## src/rtl/des_key_sched_if.sv

```systemverilog
// DES key schedule port bundle: key handshake in,
// subkey stream out, plus status.
interface des_key_sched_if;
  logic [63:0] key_in;
  logic        decrypt;
  logic        key_valid;
  logic        key_ready;
  logic [47:0] sk_out;
  logic [4:0]  sk_idx;
  logic        sk_valid;
  logic        sk_ready;
  logic        busy;
  logic        done;

  modport master (
    output key_in, decrypt, key_valid, sk_ready,
    input  key_ready, sk_out, sk_idx, sk_valid,
    input  busy, done
  );

  modport slave (
    input  key_in, decrypt, key_valid, sk_ready,
    output key_ready, sk_out, sk_idx, sk_valid,
    output busy, done
  );
endinterface

```

## src/rtl/des_key_sched.sv

```systemverilog
// Iterative DES key schedule: PC-1 on load, one
// C/D rotation per accepted beat, PC-2 per subkey.
module des_key_sched (
  input logic            clk,
  input logic            rst,
  des_key_sched_if.slave ks
);
  typedef enum logic [1:0] {
    IDLE, LOAD, RUN
  } state_t;

  localparam logic [0:55][6:0] PC1 = {
    7'd57, 7'd49, 7'd41, 7'd33, 7'd25, 7'd17, 7'd9,
    7'd1,  7'd58, 7'd50, 7'd42, 7'd34, 7'd26, 7'd18,
    7'd10, 7'd2,  7'd59, 7'd51, 7'd43, 7'd35, 7'd27,
    7'd19, 7'd11, 7'd3,  7'd60, 7'd52, 7'd44, 7'd36,
    7'd63, 7'd55, 7'd47, 7'd39, 7'd31, 7'd23, 7'd15,
    7'd7,  7'd62, 7'd54, 7'd46, 7'd38, 7'd30, 7'd22,
    7'd14, 7'd6,  7'd61, 7'd53, 7'd45, 7'd37, 7'd29,
    7'd21, 7'd13, 7'd5,  7'd28, 7'd20, 7'd12, 7'd4
  };

  localparam logic [0:47][5:0] PC2 = {
    6'd14, 6'd17, 6'd11, 6'd24, 6'd1,  6'd5,
    6'd3,  6'd28, 6'd15, 6'd6,  6'd21, 6'd10,
    6'd23, 6'd19, 6'd12, 6'd4,  6'd26, 6'd8,
    6'd16, 6'd7,  6'd27, 6'd20, 6'd13, 6'd2,
    6'd41, 6'd52, 6'd31, 6'd37, 6'd47, 6'd55,
    6'd30, 6'd40, 6'd51, 6'd45, 6'd33, 6'd48,
    6'd44, 6'd49, 6'd39, 6'd56, 6'd34, 6'd53,
    6'd46, 6'd42, 6'd50, 6'd36, 6'd29, 6'd32
  };

  // Bit n of the FIPS numbering sits at vector index width-n.
  function automatic logic [55:0] pc1(
    input logic [63:0] k
  );
    logic [55:0] r;
    logic [5:0]  j;
    r = '0;
    for (int i = 0; i < 56; i++) begin
      j = 6'(7'd64 - PC1[i]);
      r[55-i] = k[j];
    end
    return r;
  endfunction

  function automatic logic [47:0] pc2(
    input logic [55:0] cd
  );
    logic [47:0] r;
    logic [5:0]  j;
    r = '0;
    for (int i = 0; i < 48; i++) begin
      j = 6'd56 - PC2[i];
      r[47-i] = cd[j];
    end
    return r;
  endfunction

  // Rounds 1, 2, 9 and 16 shift by one, all others by two.
  function automatic logic two_step(
    input logic [4:0] r
  );
    return !(r == 5'd1 || r == 5'd2 ||
             r == 5'd9 || r == 5'd16);
  endfunction

  function automatic logic [27:0] rl(
    input logic [27:0] v,
    input logic        two
  );
    return two ? {v[25:0], v[27:26]}
               : {v[26:0], v[27]};
  endfunction

  function automatic logic [27:0] rr(
    input logic [27:0] v,
    input logic        two
  );
    return two ? {v[1:0], v[27:2]}
               : {v[0], v[27:1]};
  endfunction

  state_t      state;
  logic [55:0] cd_q;
  logic        dec_q;
  logic [47:0] sk_q;
  logic [4:0]  idx_q;
  logic        vld_q;
  logic        done_q;

  logic [55:0] cd_l1;
  logic [55:0] cd_nx;
  logic [4:0]  idx_nx;
  logic        step2;
  logic        last;

  // Next-round C/D and index for both directions.
  always_comb begin
    cd_l1  = {rl(cd_q[55:28], 1'b0),
              rl(cd_q[27:0], 1'b0)};
    step2  = dec_q ? two_step(idx_q)
                   : two_step(idx_q + 5'd1);
    cd_nx  = dec_q ? {rr(cd_q[55:28], step2),
                      rr(cd_q[27:0], step2)}
                   : {rl(cd_q[55:28], step2),
                      rl(cd_q[27:0], step2)};
    idx_nx = dec_q ? idx_q - 5'd1 : idx_q + 5'd1;
    last   = dec_q ? (idx_q == 5'd1)
                   : (idx_q == 5'd16);
  end

  // Control FSM with registered subkey stream.
  always_ff @(posedge clk) begin
    if (rst) begin
      state  <= IDLE;
      cd_q   <= '0;
      dec_q  <= 1'b0;
      sk_q   <= '0;
      idx_q  <= '0;
      vld_q  <= 1'b0;
      done_q <= 1'b0;
    end else begin
      done_q <= 1'b0;
      unique case (state)
        IDLE: begin
          if (ks.key_valid) begin
            cd_q  <= pc1(ks.key_in);
            dec_q <= ks.decrypt;
            state <= LOAD;
          end
        end
        LOAD: begin
          if (dec_q) begin
            sk_q  <= pc2(cd_q);
            idx_q <= 5'd16;
          end else begin
            cd_q  <= cd_l1;
            sk_q  <= pc2(cd_l1);
            idx_q <= 5'd1;
          end
          vld_q <= 1'b1;
          state <= RUN;
        end
        RUN: begin
          if (vld_q && ks.sk_ready) begin
            if (last) begin
              vld_q  <= 1'b0;
              idx_q  <= '0;
              done_q <= 1'b1;
              state  <= IDLE;
            end else begin
              cd_q  <= cd_nx;
              sk_q  <= pc2(cd_nx);
              idx_q <= idx_nx;
            end
          end
        end
        default: state <= IDLE;
      endcase
    end
  end

  assign ks.key_ready = (state == IDLE);
  assign ks.busy      = (state != IDLE);
  assign ks.sk_out    = sk_q;
  assign ks.sk_idx    = idx_q;
  assign ks.sk_valid  = vld_q;
  assign ks.done      = done_q;
endmodule

```

## src/flat_wrapper.sv

```systemverilog
// flat-port wrapper written by rule: the top's interface ports become plain ports
module des_key_sched_flat 
  (clk, rst, ks_key_in, ks_decrypt, ks_key_valid, ks_sk_ready, ks_key_ready, ks_sk_out, ks_sk_idx, ks_sk_valid, ks_busy, ks_done);
  des_key_sched_if ks_i ();
  input logic clk;
  input logic rst;
  input wire logic [$bits(ks_i.key_in)-1:0] ks_key_in;
  input wire logic [$bits(ks_i.decrypt)-1:0] ks_decrypt;
  input wire logic [$bits(ks_i.key_valid)-1:0] ks_key_valid;
  input wire logic [$bits(ks_i.sk_ready)-1:0] ks_sk_ready;
  output wire logic [$bits(ks_i.key_ready)-1:0] ks_key_ready;
  output wire logic [$bits(ks_i.sk_out)-1:0] ks_sk_out;
  output wire logic [$bits(ks_i.sk_idx)-1:0] ks_sk_idx;
  output wire logic [$bits(ks_i.sk_valid)-1:0] ks_sk_valid;
  output wire logic [$bits(ks_i.busy)-1:0] ks_busy;
  output wire logic [$bits(ks_i.done)-1:0] ks_done;
  assign ks_i.key_in = ks_key_in;
  assign ks_i.decrypt = ks_decrypt;
  assign ks_i.key_valid = ks_key_valid;
  assign ks_i.sk_ready = ks_sk_ready;
  assign ks_key_ready = ks_i.key_ready;
  assign ks_sk_out = ks_i.sk_out;
  assign ks_sk_idx = ks_i.sk_idx;
  assign ks_sk_valid = ks_i.sk_valid;
  assign ks_busy = ks_i.busy;
  assign ks_done = ks_i.done;
  des_key_sched u_core (.clk(clk), .rst(rst), .ks(ks_i));
endmodule
```

## config.mk

```make
export PLATFORM = sky130hd
export DESIGN_NAME = des_key_sched_flat
export DESIGN_NICKNAME = d
export VERILOG_FILES = /design/src/rtl/des_key_sched_if.sv /design/src/rtl/des_key_sched.sv /design/src/flat_wrapper.sv
export SDC_FILE = /design/constraint.sdc
export NUM_CORES = 1
export LEC_CHECK = 0
export ABC_AREA = 1
export CORE_ASPECT_RATIO = 0.75
export CORE_MARGIN = 5
export CORE_UTILIZATION = 40
export CTS_CLUSTER_SIZE = 16
export DETAILED_ROUTE_END_ITERATION = 12
export SLEW_MARGIN = 20
export SYNTH_ARGS = -nofsm -noshare
export SYNTH_HDL_FRONTEND = slang
export SYNTH_SLANG_ARGS = --single-unit
```

## constraint.sdc

```tcl
create_clock -name clk -period 3 [get_ports clk]
set_input_delay 0.75 -clock clk [delete_from_list [all_inputs] [get_ports clk]]
set_output_delay 0.75 -clock clk [all_outputs]
set_load 0.03 [all_outputs]
```

run_1/clock_nets.png
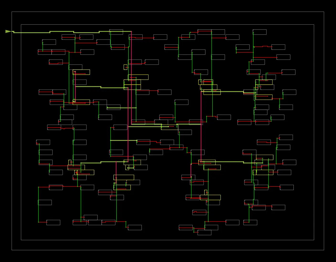
number of sequential cells: 114
Late-Pin Clk Latency: 410 ps
P_clk: 2.02 mW
clock sink count: 114

run_1/port_trees.png
Scale: 3 px per um.
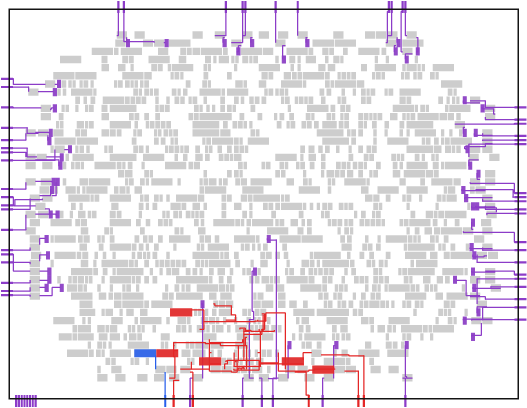
legend:
  blue:
    port: ks_done
    bits: 1
    direction: output
    end_cells: 1
    buffers: 1
    wire: 12.8 um
  red:
    port: ks_sk_idx
    bits: 5
    direction: output
    end_cells: 5
    buffers: 5
    wire: 416 um
  purple:
    port: ks_key_in
    bits: 64
    direction: input
    end_cells: 56
    buffers: 56
    wire: 1,070 um
tally of buffers added on design ports: 117
number of top-level design ports: 126

==> run summary, run 1 <==
Figures from the implementation reports.

- The number of standard cells in the final layout excluding fillers is 1,524.
- Ranked by total cell area, the synthesized netlist is headed by dfxtp_1 30%, nand2_1 15%, a21oi_1 13%, nand3_1 9.9%, nor2_1 6.3%.
- The adder and majority gate portion of the synthesized area is 1.811%.
- The max-cap check violation count reads 0.
- The global-route wire length before repair reads 41.58 mm.
- After global routing the overflow that remains totals 0.
- The die is 169.2 um wide.
- The routed design uses 10.66 mm of met2 wire.
- The area of the chip reads 21,880 um2.
- The critical path startpoint is u_core.ks.sk_idx[0]$_SDFFE_PP0P_.
- The setup slack of the critical path after layout is 328.6 ps.
- The most instantiated library cell after synthesis is nand2_1.
- The number of register bits inferred by synthesis is 114.
- The terminating pin of the worst hold path reads u_core.ks.done$_SDFF_PP0_.
- The total internal power is 5.937 mW.
- Subtracting the final worst setup slack from the clock period gives 2671 ps.
- The floorplan row count is 43.
- The kind of end point of the critical path is a register.
- Clock cells make up 6.048% of the layout cell area.
- Across the whole layout, multi-input logic makes up 50.37% of the cell area.
- The number of setup violations in the final report reads 0.
- The flip-flop count of the largest register after layout is 56.
- The antenna diode instance count reads 0.
- The number of antenna violations at the first check in global routing was 0.
- Setup repair after global routing left no endpoint under its margin.
- The post-cts hold-fix buffer tally is 0.
- The worst stage delay on the critical path is 460 ps.
- Non-clock buffers in the final layout number 142.
- The worst relative slew slack is 26.08%.
- The met3 wire length is 2.198 mm.
- The post-synthesis async set-or-reset flop share reads 0%.
- The post-route worst hold slack reads 487.3 ps.
- The maximum frequency from static timing analysis is 374.3 MHz.
- The commonest cells after synthesis are 305 x nand2_1, 195 x a21oi_1, 151 x nand3_1.
- The type of the worst min-delay path reads reg -> reg.
- The slowest cell on the critical path reads dfxtp_1.
- The most used flip-flop cell after synthesis is dfxtp_1.
- The routed via count divided by cell count reads 5.650.
- The dominant power group reads combinational logic.
- The clock tree from TritonCTS is done.
- The worst setup path category is reg -> reg.
- The total chip power reads 12.21 mW.
- The footprint of the flip-flops and latches is 2282 um2.
- The pin count of the biggest net entering global routing reads 113.
- Once layout is done, the placed cells without fillers occupy 9330 um2.
- The dominant cell type by count on the critical path is nand2_1.
- The area share of and/or/nand/nor cells after synthesis reads 33.24%.
- In this run the biggest area consumer among cell types represents 30.03% of the synthesized area.
- The worst setup timing slack at the placement stage is 346.0 ps.
- The flow ran to the end, and the final reports show no timing, DRC or antenna violations.
- The sequential logic power is 3.01 mW.
- Per the detailed placement report, the placed cell area equals 8766 um2.
- In this run the number of cells on the critical path is 16.
- The post-synthesis compound-gate area fraction reads 26.19%.
- The number of gates given a new drive strength after cts reads 0.
- The cell depth of the worst hold path reads 2.
- The count of unique library cells instantiated by Yosys reads 33.
- The register with the highest flop count is u_core.cd_q.
- The cell count after synthesis reads 1,221.
- The cell at the root of the clock tree is clkbuf_16.
- In this run, power in combinational logic comes to 7.18 mW.
- In this run, synthesis inferred 0 flip-flops with an integrated enable.
- The total clock buffers created by CTS is 17.
run_1/clock_wires.png
Scale: 3 px per um.
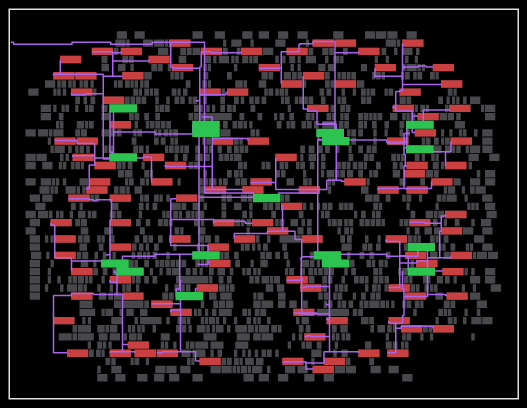
legend:
  purple:
    item: clock wires
    length: 1,780 um
  green:
    item: clock-net drivers
    count: 17
  red:
    item: flip-flops
    count: 114
routed clock nets: 18
flops lie: widely spread
Post-Route Skew: 7.572 ps
clock network power share: 16.5%

run_1/m3.png
Scale: 2 px per um.
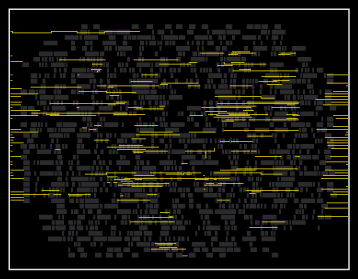
nets with wire on the layer: 150
wire length on this layer: 2,200 um
share of all routed wire: 8.4%
main direction: horizontal
longest straight run: 52.4 um
met3 track demand over resource in global routing: 4.910%
number of vias in the routed layout: 8,611
Routed WL: 26.12 mm

run_1/class_map.png
Scale: 1.5 px per um.
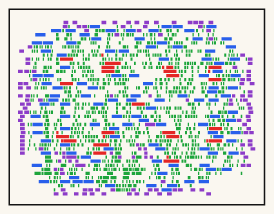

## Run 2: what changed since run 1
==> constraint.sdc (replaced) <==
create_clock -name clk -period 3.2 [get_ports clk]
set_input_delay 0.8 -clock clk [delete_from_list [all_inputs] [get_ports clk]]
set_output_delay 0.8 -clock clk [all_outputs]
set_load 0.03 [all_outputs]
run_2/class_map.png
Scale: 1.5 px per um.
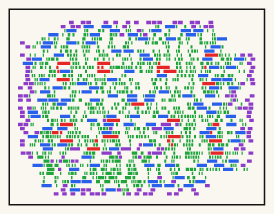
legend:
  green:
    class: remaining logic cells
    cells: 992
    share_of_their_area: 53%
  purple:
    class: remaining buffers and delay cells
    cells: 142
    share_of_their_area: 16%
  blue:
    class: registers
    cells: 114
    share_of_their_area: 25%
  red:
    class: clock drivers and dummy loads
    cells: 32
    share_of_their_area: 6.1%
# rows: 43
proportion of cell area occupied by registers: 24.40%
Layout Utilization: 50.38%

==> run summary, run 2 <==
Figures from the implementation reports.

- The worst clock skew on the final layout reads 8.075 ps (+0.5033 ps).
- The max-cap check violation count is 0 (unchanged).
- The number of ports placed on the die boundary is 126 (unchanged).
- The power dissipated in the clock network reads 1.80 mW (-11%).
- The run finished with clean final reports.
- The path with the worst hold slack has its endpoint at u_core.ks.done$_SDFF_PP0_.
- The fraction of power consumed by the clock network was 15.8% (-0.7 points).
- The area of the chip reads 21,880 um2 (unchanged).
- The number of gates given a new drive strength after cts came to 0 (unchanged).
- The total clock buffers created by CTS reads 17 (unchanged).
- The worst relative slew slack is 43.44% (+17 points).
- The type of the worst min-delay path reads reg -> reg.
- For this run the top cell type by instance count after synthesis was nand2_1.
- The sequential logic power is 2.81 mW (-6.6%).
- The number of register bits inferred by synthesis was 114 (unchanged).
- The routed via count divided by cell count is 5.715 (+1.1%).
- The area share of and/or/nand/nor cells after synthesis reads 33.24% (unchanged).
- The largest register by flop count is u_core.cd_q.
- The logic share of the area is 50.25% (-0.11 points).
- The post-synthesis async set-or-reset flop share reads 0% (unchanged).
- The post-route worst hold slack is 491.8 ps (+4.531 ps).
- The count of flip-flops and latches reads 114 (unchanged).
- The routed wire length is 26.08 mm (-0.14%).
- The cell depth of the worst hold path is 2 (unchanged).
- The antenna diode instance count is 0 (unchanged).
- The cell count after synthesis is 1,221 (unchanged).
- The worst stage delay on the critical path came to 670 ps (+210 ps).
- The number of enable-type register cells in the synthesized netlist reads 0 (unchanged).
- The relative area of clock buffers and inverters in the final design came to 5.860% (-0.19 points).
- The number of setup violations in the final report is 0 (unchanged).
- The die extent in x was 169.2 um (unchanged).
- The met3 wire length is 2.356 mm (+7.2%).
- The maximum frequency from static timing analysis reads 368.7 MHz.
- The instance area at placement reads 8803 um2 (+0.43%).
- The adder and majority gate portion of the synthesized area is 1.811% (unchanged).
- The number of standard cells in the final layout excluding fillers is 1,527 (+0.20%).
- The met3 global-route usage is 5.337% (+0.43 points).
- The total overflow reported by the global router reads 0 (unchanged).
- The slowest cell on the critical path is clkdlybuf4s50_1.
- The total length of routed met2 wires reads 10.49 mm (-1.6%).
- The cell area after layout is 9351 um2 (+0.23%).
- The dominant cell type by count on the critical path reads inv_1.
- The total chip power is 11.42 mW (-6.5%).
- The worst setup path category is reg -> out.
Power is estimated from default activity; no workload was simulated.
